### src/rtl/heartbeat_monitor_if.sv
// -----------------------------------------------------------------------------
// heartbeat_monitor_if
//   Groups the heartbeat pin and the health outputs of one CPU.
//   master : drives pwm, observes the health outputs (CPU side / test side)
//   slave  : the heartbeat_monitor itself
//
//   Signals:
//     pwm          raw heartbeat pin (asynchronous to clk)
//     io           1 = CPU healthy, 0 = failed or not yet acquired
//     lost_pulse   one-clk strobe on every 1->0 transition of io
//     period       last measured edge-to-edge period in clk cycles
//     period_valid one-clk strobe marking an update of period
//
//   Handshake: period_valid is a pure valid-only qualifier. period holds its
//   value between strobes and there is no ready/backpressure; a consumer that
//   cares must capture period in the cycle period_valid is high.
// -----------------------------------------------------------------------------
interface heartbeat_monitor_if #(
   parameter int CNT_W = 24
);
   logic             pwm;
   logic             io;
   logic             lost_pulse;
   logic [CNT_W-1:0] period;
   logic             period_valid;

   modport master (
      output pwm,
      input  io,
      input  lost_pulse,
      input  period,
      input  period_valid
   );

   modport slave (
      input  pwm,
      output io,
      output lost_pulse,
      output period,
      output period_valid
   );
endinterface

### src/rtl/heartbeat_monitor.sv
// -----------------------------------------------------------------------------
// heartbeat_monitor
//   Qualifies one CPU heartbeat pin by edge-to-edge period measurement and
//   drives the per-CPU health level io, with acquire/lose hysteresis.
//
//   Ports:
//     clk      system clock
//     rst_n    asynchronous active-low reset
//     hb       heartbeat_monitor_if.slave (pwm in; io, lost_pulse, period,
//              period_valid out)
//     state_o  current FSM state (debug visibility): 0 LOST, 1 ACQUIRE,
//              2 HEALTHY, 3 SUSPECT
//
//   Pipeline: pwm -> sync1 -> sync2 -> prev, and a registered rise flag
//   (edge_q) that is high in the 3rd clk after the pin rises. Counter, period,
//   FSM and io all update on the clk that consumes edge_q.
//
//   Optional build macro: HB_DUTY_CHECK_EN adds a high-time check; a period is
//   then good only if the preceding high time was at least MIN_HIGH clk.
// -----------------------------------------------------------------------------
module heartbeat_monitor #(
   parameter int CNT_W      = 24,
   parameter int MIN_PERIOD = 90,
   parameter int MAX_PERIOD = 110,
   parameter int GOOD_CNT   = 3,
   parameter int BAD_CNT    = 2,
   parameter int MIN_HIGH   = 10
) (
   input  logic                   clk,
   input  logic                   rst_n,
   heartbeat_monitor_if.slave     hb,
   output logic [1:0]             state_o
);

   localparam int RUN_MAX = (GOOD_CNT > BAD_CNT) ? GOOD_CNT : BAD_CNT;
   localparam int RUN_W   = $clog2(RUN_MAX + 1);

   localparam logic [CNT_W-1:0] TMO     = CNT_W'(MAX_PERIOD + 1);
   localparam logic [CNT_W-1:0] P_MIN   = CNT_W'(MIN_PERIOD);
   localparam logic [CNT_W-1:0] P_MAX   = CNT_W'(MAX_PERIOD);
   localparam logic [CNT_W-1:0] CNT_ONE = CNT_W'(1);
   localparam logic [RUN_W-1:0] RUN_ONE = RUN_W'(1);
   localparam logic [RUN_W-1:0] GOOD_N  = RUN_W'(GOOD_CNT);
   localparam logic [RUN_W-1:0] BAD_N   = RUN_W'(BAD_CNT);

   // Elaboration-time parameter sanity: the timeout value must be
   // representable, and a negative high-time threshold is meaningless.
   if (MAX_PERIOD + 1 >= (1 << CNT_W)) begin : g_bad_cnt_w
      $error("heartbeat_monitor: MAX_PERIOD+1 does not fit in CNT_W");
   end
   if (MIN_HIGH < 0) begin : g_bad_min_high
      $error("heartbeat_monitor: MIN_HIGH must be non-negative");
   end

   typedef enum logic [1:0] {
      ST_LOST    = 2'd0,
      ST_ACQUIRE = 2'd1,
      ST_HEALTHY = 2'd2,
      ST_SUSPECT = 2'd3
   } state_e;

   logic             sync1_q, sync1_d;
   logic             sync2_q, sync2_d;
   logic             prev_q,  prev_d;
   logic             edge_q,  edge_d;
   logic             ref_q,   ref_d;     // a reference edge is held
   logic [CNT_W-1:0] cnt_q,   cnt_d;
   logic [CNT_W-1:0] period_q, period_d;
   logic             pvalid_q, pvalid_d;
   state_e           state_q, state_d;
   logic [RUN_W-1:0] good_q,  good_d;
   logic [RUN_W-1:0] bad_q,   bad_d;
   logic             io_q,    io_d;
   logic             lost_q,  lost_d;

   logic             judge;      // edge with a valid reference: period gets judged
   logic             timeout;    // counter hit MAX_PERIOD+1 without an edge
   logic             win_ok;
   logic             period_good;

   assign judge   = edge_q & ref_q;
   // An edge in the same clk as the saturation value wins over the timeout.
   assign timeout = ref_q & ~edge_q & (cnt_q == TMO);
   assign win_ok  = (cnt_q >= P_MIN) && (cnt_q <= P_MAX);

`ifdef HB_DUTY_CHECK_EN
   // High time of the most recent pulse, counted on the prev_q stage so it is
   // aligned with edge_q. It saturates at MIN_HIGH since only ">= MIN_HIGH"
   // matters, and it restarts at 1 on each rise (the rise clk is already high).
   localparam logic [CNT_W-1:0] H_MIN = CNT_W'(MIN_HIGH);
   logic [CNT_W-1:0] high_q, high_d;

   always_comb begin
      high_d = high_q;
      if (edge_q) begin
         high_d = CNT_ONE;
      end else if (prev_q && (high_q < H_MIN)) begin
         high_d = high_q + CNT_ONE;
      end
   end

   always_ff @(posedge clk or negedge rst_n) begin
      if (!rst_n) begin
         high_q <= '0;
      end else begin
         high_q <= high_d;
      end
   end

   assign period_good = win_ok && (high_q >= H_MIN);
`else
   assign period_good = win_ok;
`endif

   always_comb begin
      // Defaults: synchronizer chain shifts, everything else holds.
      sync1_d  = hb.pwm;
      sync2_d  = sync1_q;
      prev_d   = sync2_q;
      edge_d   = sync2_q & ~prev_q;
      ref_d    = ref_q;
      cnt_d    = cnt_q;
      period_d = period_q;
      pvalid_d = 1'b0;
      state_d  = state_q;
      good_d   = good_q;
      bad_d    = bad_q;

      // Period counter and reference tracking.
      if (edge_q) begin
         ref_d = 1'b1;
         cnt_d = CNT_ONE;
         if (ref_q) begin
            period_d = cnt_q;
            pvalid_d = 1'b1;
         end
      end else if (timeout) begin
         ref_d = 1'b0;
         cnt_d = '0;
      end else if (ref_q && (cnt_q != TMO)) begin
         cnt_d = cnt_q + CNT_ONE;
      end

      // Health FSM.
      if (timeout) begin
         state_d = ST_LOST;
         good_d  = '0;
         bad_d   = '0;
      end else if (judge) begin
         unique case (state_q)
            ST_LOST: begin
               if (period_good) begin
                  if (GOOD_CNT == 1) begin
                     state_d = ST_HEALTHY;
                     good_d  = '0;
                  end else begin
                     state_d = ST_ACQUIRE;
                     good_d  = RUN_ONE;
                  end
               end
            end
            ST_ACQUIRE: begin
               if (period_good) begin
                  if ((good_q + RUN_ONE) == GOOD_N) begin
                     state_d = ST_HEALTHY;
                     good_d  = '0;
                  end else begin
                     good_d  = good_q + RUN_ONE;
                  end
               end else begin
                  state_d = ST_LOST;
                  good_d  = '0;
               end
            end
            ST_HEALTHY: begin
               if (!period_good) begin
                  if (BAD_CNT == 1) begin
                     state_d = ST_LOST;
                     bad_d   = '0;
                  end else begin
                     state_d = ST_SUSPECT;
                     bad_d   = RUN_ONE;
                  end
               end
            end
            ST_SUSPECT: begin
               if (period_good) begin
                  state_d = ST_HEALTHY;
                  bad_d   = '0;
               end else if ((bad_q + RUN_ONE) == BAD_N) begin
                  state_d = ST_LOST;
                  bad_d   = '0;
               end else begin
                  bad_d   = bad_q + RUN_ONE;
               end
            end
            default: begin
               state_d = ST_LOST;
               good_d  = '0;
               bad_d   = '0;
            end
         endcase
      end

      // io follows the next state so it moves on the same clk as the state.
      io_d   = (state_d == ST_HEALTHY) || (state_d == ST_SUSPECT);
      lost_d = io_q & ~io_d;
   end

   always_ff @(posedge clk or negedge rst_n) begin
      if (!rst_n) begin
         sync1_q  <= 1'b0;
         sync2_q  <= 1'b0;
         prev_q   <= 1'b0;
         edge_q   <= 1'b0;
         ref_q    <= 1'b0;
         cnt_q    <= '0;
         period_q <= '0;
         pvalid_q <= 1'b0;
         state_q  <= ST_LOST;
         good_q   <= '0;
         bad_q    <= '0;
         io_q     <= 1'b0;
         lost_q   <= 1'b0;
      end else begin
         sync1_q  <= sync1_d;
         sync2_q  <= sync2_d;
         prev_q   <= prev_d;
         edge_q   <= edge_d;
         ref_q    <= ref_d;
         cnt_q    <= cnt_d;
         period_q <= period_d;
         pvalid_q <= pvalid_d;
         state_q  <= state_d;
         good_q   <= good_d;
         bad_q    <= bad_d;
         io_q     <= io_d;
         lost_q   <= lost_d;
      end
   end

   assign hb.io           = io_q;
   assign hb.lost_pulse   = lost_q;
   assign hb.period       = period_q;
   assign hb.period_valid = pvalid_q;
   assign state_o         = state_q;

endmodule

### src/flat_wrapper.sv
// flat-port wrapper written by rule: the top's interface ports become plain ports
module heartbeat_monitor_flat 
#(
   parameter int CNT_W      = 24,
   parameter int MIN_PERIOD = 90,
   parameter int MAX_PERIOD = 110,
   parameter int GOOD_CNT   = 3,
   parameter int BAD_CNT    = 2,
   parameter int MIN_HIGH   = 10
)
  (clk, rst_n, state_o, hb_pwm, hb_io, hb_lost_pulse, hb_period, hb_period_valid);
  heartbeat_monitor_if #(.CNT_W(CNT_W)) hb_i ();
  input  logic clk;
  input  logic rst_n;
  output logic [1:0] state_o;
  input wire logic [$bits(hb_i.pwm)-1:0] hb_pwm;
  output wire logic [$bits(hb_i.io)-1:0] hb_io;
  output wire logic [$bits(hb_i.lost_pulse)-1:0] hb_lost_pulse;
  output wire logic [$bits(hb_i.period)-1:0] hb_period;
  output wire logic [$bits(hb_i.period_valid)-1:0] hb_period_valid;
  assign hb_i.pwm = hb_pwm;
  assign hb_io = hb_i.io;
  assign hb_lost_pulse = hb_i.lost_pulse;
  assign hb_period = hb_i.period;
  assign hb_period_valid = hb_i.period_valid;
  heartbeat_monitor #(.CNT_W(CNT_W), .MIN_PERIOD(MIN_PERIOD), .MAX_PERIOD(MAX_PERIOD), .GOOD_CNT(GOOD_CNT), .BAD_CNT(BAD_CNT), .MIN_HIGH(MIN_HIGH)) u_core (.clk(clk), .rst_n(rst_n), .hb(hb_i), .state_o(state_o));
endmodule
### config.mk
export PLATFORM = sky130hd
export DESIGN_NAME = heartbeat_monitor_flat
export DESIGN_NICKNAME = d
export VERILOG_FILES = /design/src/rtl/heartbeat_monitor_if.sv /design/src/rtl/heartbeat_monitor.sv /design/src/flat_wrapper.sv
export SDC_FILE = /design/constraint.sdc
export NUM_CORES = 1
export LEC_CHECK = 0
export ABC_AREA = 1
export CAP_MARGIN = 20
export CORE_UTILIZATION = 61
export DETAILED_ROUTE_END_ITERATION = 10
export DONT_BUFFER_PORTS = 1
export MAX_ROUTING_LAYER = met4
export PLACE_DENSITY = 0.77
export SLEW_MARGIN = 0
export SYNTH_ARGS = -nofsm -noshare
export SYNTH_HDL_FRONTEND = slang
export SYNTH_SLANG_ARGS = --single-unit
### constraint.sdc
create_clock -name clk -period 4 [get_ports clk]
set_input_delay 0.4 -clock clk [delete_from_list [all_inputs] [get_ports clk]]
set_output_delay 0.4 -clock clk [all_outputs]
set_load 0.05 [all_outputs]
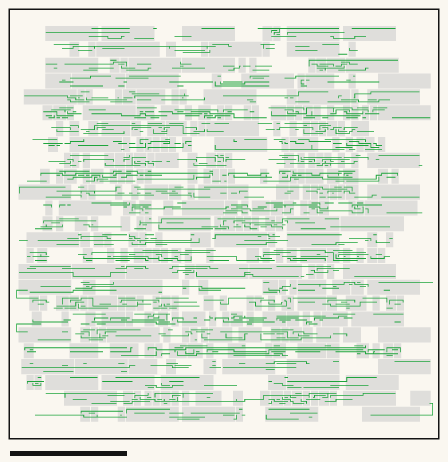
Figure 1: M1 wires.
The bar under the picture is 20 µm long. Cells faint in the background.
wire length on this layer	2,900 µm
main direction	horizontal
nets with wire on the layer	358
routed wire length: 6290 µm
vias after detailed routing: 2,483

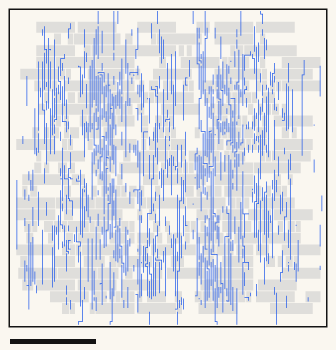
Figure 2: M2 wires.
The bar under the picture is 20 µm long. Cells faint in the background.
longest straight run	19.7 µm
share of all routed wire	47%
main direction	vertical
grt met2 use: 43.1%

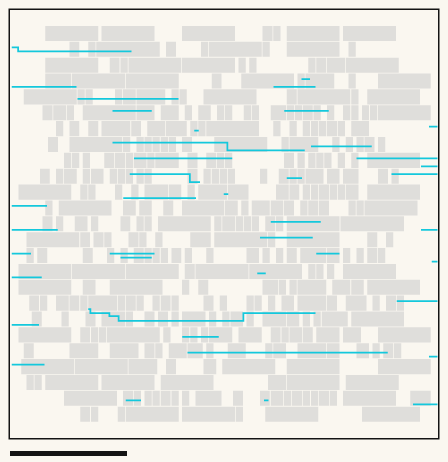
Figure 3: signal wires on met3.
The bar under the picture is 20 µm long. Cells faint in the background.
longest straight run	34.0 µm
main direction	horizontal
met3 Usage GRT: 5.76%

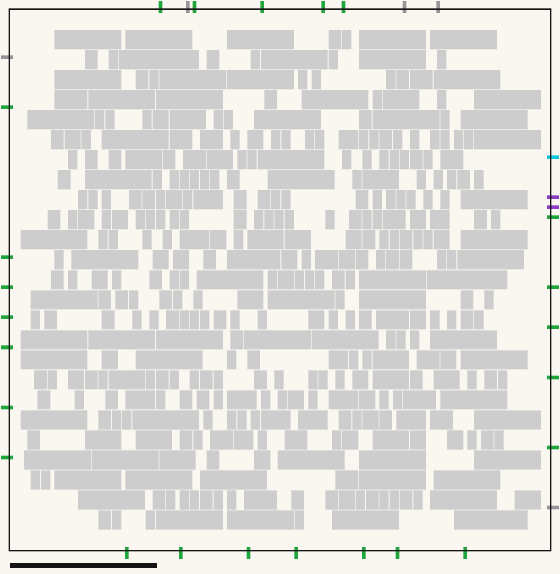
Figure 4: pin map.
The bar under the picture is 20 µm long. Pins as bars across the die edge, other pins in gray.
color	port	pins	direction	edge
green	hb_period	24	output	7 south, 7 west, 5 east, 5 north
purple	state_o	2	output	east
cyan	hb_period_valid	1	output	east
all pins by edge	9 east, 8 west, 8 north, 7 south
Die Span Y: 73.4 µm
width of the die: 73.4 µm
port bufs: 0

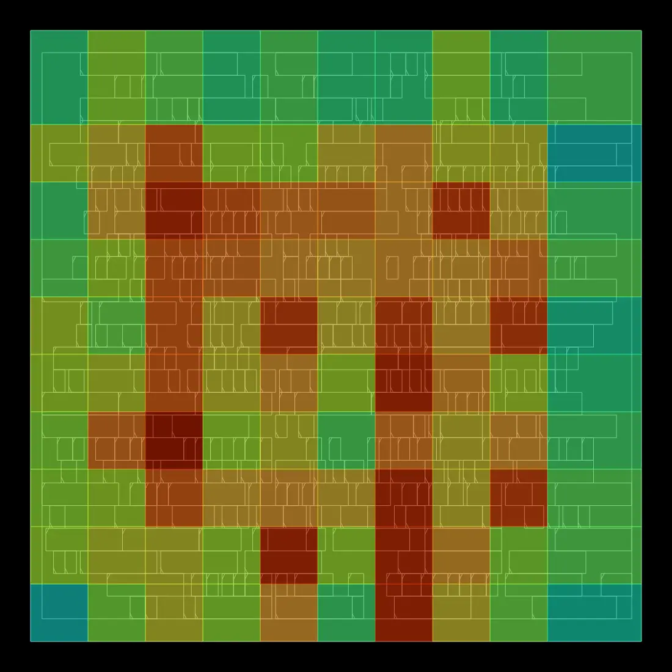
Figure 5: routing congestion map.
all-layer global routing usage: 27.3%
met1 usage: 33.8%
WL/cell: 13.9 µm
Final Util: 71.0%

==> flow_summary_export.csv <==
group,metric,value,unit
sta,drv_slew,0,
synthesis,async_reset_ff_share,100,%
hold_path,hold_class,"input pin to flip-flop",
synthesis,syn_inst,374,
critical_path,cp.required,4.23,ns
drt,ant_nets,0,
sta,tightest_slew,0.981,ns
pwr,vdd_drop_max,281,µV
pwr,power_per_cell_area,436,nW/µm²
drt,vias_per_cell,5.51,
global_route,grt-ovfl-total,0,
finish,diodes,0,
sta,whs,0.0874,ns
finish,drive_above_1_share,12.8,%
job,warning_count,27,
sta,fin_crit_sh,49.4,%
finish,layout_top_cell,"nand2_1",
synthesis,ys.warnings.count,0,
synthesis,synth_stat.cells,374,
critical_path,path_class,"flip-flop to flip-flop",
synthesis,numSynthFlops,62,
status,outcome,"complete, no violations",
drt,first_pass_iters,4,
synthesis,synth_cell_types,36,
sta,rsz0062_at_grt,"false",
finish,flop_area,1550,µm²
placement,dpl_cell_area,3150,µm²
cts,clk_latency,0.34,ns
critical_path,critPathMaxFanout,14,
die,fp-row-count,25,
placement,dp.cells,433,
sta,max_freq,506,MHz
sta,finalHoldViolCount,0,
cts,clock-root-buffer,"clkbuf_8",
global_route,grt_pass1_vias,2478,
synthesis,syn_nets,379,
finish,layout_top_cells,"91 x nand2_1, 62 x dfrtp_1, 45 x inv_1",
die,initial_core_util,64.5,%
synthesis,yosys-stat-area,3110,µm²
finish,fillCellCount,407,
critical_path,worst_setup_path_end_kind,"flip-flop",
synthesis,synth-edff-count,0,
placement,dpl.hpwl,4270,µm
synthesis,top_cell_area_share,49.9,%
finish,num-nets-final,384,
cts,cts_tree,"built",
synthesis,synth_area,3110,µm²
critical_path,r2r_cells,9,
synthesis,yosys.area.top_type,"dfrtp_1",
cts,clk_pin_slew,0.07,ns
cts,post-cts-setup-buffers,0,
drt,route.detailed.drc,0,
placement,finalWeightedCongestion,0.888,
sta,fin_skew,0.00653,ns
finish,area_growth,10.1,%
synthesis,ys_seq_share,49.9,%
cts,cts-htree-levels,3,
synthesis,syn_avg_cell_area,8.31,µm²
global_route,grt_max_degree,63,
cts,clockBufferDepth,2,
synthesis,synthTopCellsByArea,"dfrtp_1 50%, nand2_1 11%, o21ai_0 6.0%, inv_1 5.4%, nor2_1 3.6%",
finish,final-comb-area,1320,µm²
die,dieArea,5380,µm²
finish,stdcell_area,3420,µm²
critical_path,arrival,2.20,ns
cts,numCtsBuffers,9,
hold_path,min_path_cells,0,
cts,cts_sinks,62,
job,max-cap-violations,0,
sta,finalSetupTns,0,ns
critical_path,cp-start-kind,"flip-flop",
sta,relSlewSlack,34.4,%
sta,fin_crit,1.97,ns
drt,drt_iter0_drc,207,
global_route,grt_pass1_wl,10900,µm
finish,fin_cells,451,
die,io_pins,32,
die,coreArea,4820,µm²
pwr,p_leak,1.63,nW
sta,setup_viol_count_final,0,
## what timing repair did
item,CTS,global route
gates resized,0,0
endpoints found under the hold margin,62,0
hold buffers,2,0
## cells by family after synthesis
| group | after synthesis | share of synthesized area (%) |
|---|---|---|
| and+or+nand+nor | 169 | 25.8 |
| AOI/OAI and AO/OA | 78 | 14.7 |
| DFF | 62 | 49.9 |
| buffers and inverters | 59 | 7.61 |
| xor gates and xnor gates | 4 | 1.13 |
| adders and majority gates | 2 | 0.805 |
## per-layer routing
metal	part of all wire, %	vias to the layer above	track usage, %
met1	46	1186	33.8
met2	47	60	43.1
li1	-	1226	-
met3	5.5	11	5.76
met4	1.5	0	12.2
met5	0	-	-
## path summary, 6_finish.rpt
| kind | start | endpoint | slack [ns] |
|---|---|---|---|
| setup / recovery | u_core.cnt_q[17]$_DFFE_PN0P_ | u_core.ref_q$_DFFE_PN0P_ | 2.03 |
| hold / removal | hb_pwm | u_core.sync1_q$_DFF_PN0_ | 0.09 |
| setup reg to reg | u_core.cnt_q[17]$_DFFE_PN0P_ | u_core.ref_q$_DFFE_PN0P_ | 2.03 |
| hold reg to reg | u_core.sync1_q$_DFF_PN0_ | u_core.prev_d$_DFF_PN0_ | 0.35 |
| max in group asynchronous | rst_n | u_core.hb.period[17]$_DFFE_PN0P_ | 3.15 |
| min in group asynchronous | rst_n | u_core.hb.period[4]$_DFFE_PN0P_ | 0.59 |
## where the power goes
part	switching (mW)	internal [mW]
logic	0.0717	0.0362
registers	0.0877	0.658
clock network	0.238	0.401
## flip-flops by register name, summed over array words and instances (netlist names), 2 cells and up
name              cells
u_core.cnt_q         24
u_core.hb.period     24
u_core.bad_q          2
u_core.good_q         2
u_core.state_o        2
## Yosys cell counts, types with 2 or more instances
master	n
a21oi_1	8
a21oi_2	3
a31oi_1	3
buf_6	2
clkbuf_1	7
dfrtp_1	62
ha_1	2
inv_1	45
inv_2	5
nand2_1	91
nand2_2	5
nand2_4	3
nand3_1	16
nand3_2	2
nand4_1	5
nor2_1	30
nor2_4	5
nor3_1	5
nor3_2	2
o21ai_0	37
o21ai_1	4
o21ai_2	3
o22ai_1	14
xor2_1	3
## final cells by class
type,instances,area share (%)
Timing Repair Buffer,3,1.32
Multi-Input combinational cell,253,38.6
Sequential cell,62,45.3
Tap cell,67,2.45
Inverter,50,5.48
Clock inverter,3,1.90
Clock buffer,13,4.94
## worst max-delay path: stages, from the launching register on
cell and delay [ns]:
dfrtp_1 0.39, inv_1 0.17, nand3_1 0.12, nor2_1 0.14, nand2_1 0.11, inv_1 0.08
nand3_1 0.16, nand2_2 0.27, inv_2 0.18, or2_1 0.24
## metrics by stage
step | setup WS [ns] | power [mW] | utilization, %
after CTS | 2.04 | 1.50 | 71.0
final | 2.03 | 1.49 | 71.0
after floorplan | 2.40 | 0.830 | -
after detailed placement | 2.05 | 0.848 | 65.4
after global placement | 2.16 | 0.844 | 65.4
after global routing | 1.82 | 1.55 | 71.0
Power and IR drop assume default switching activity.
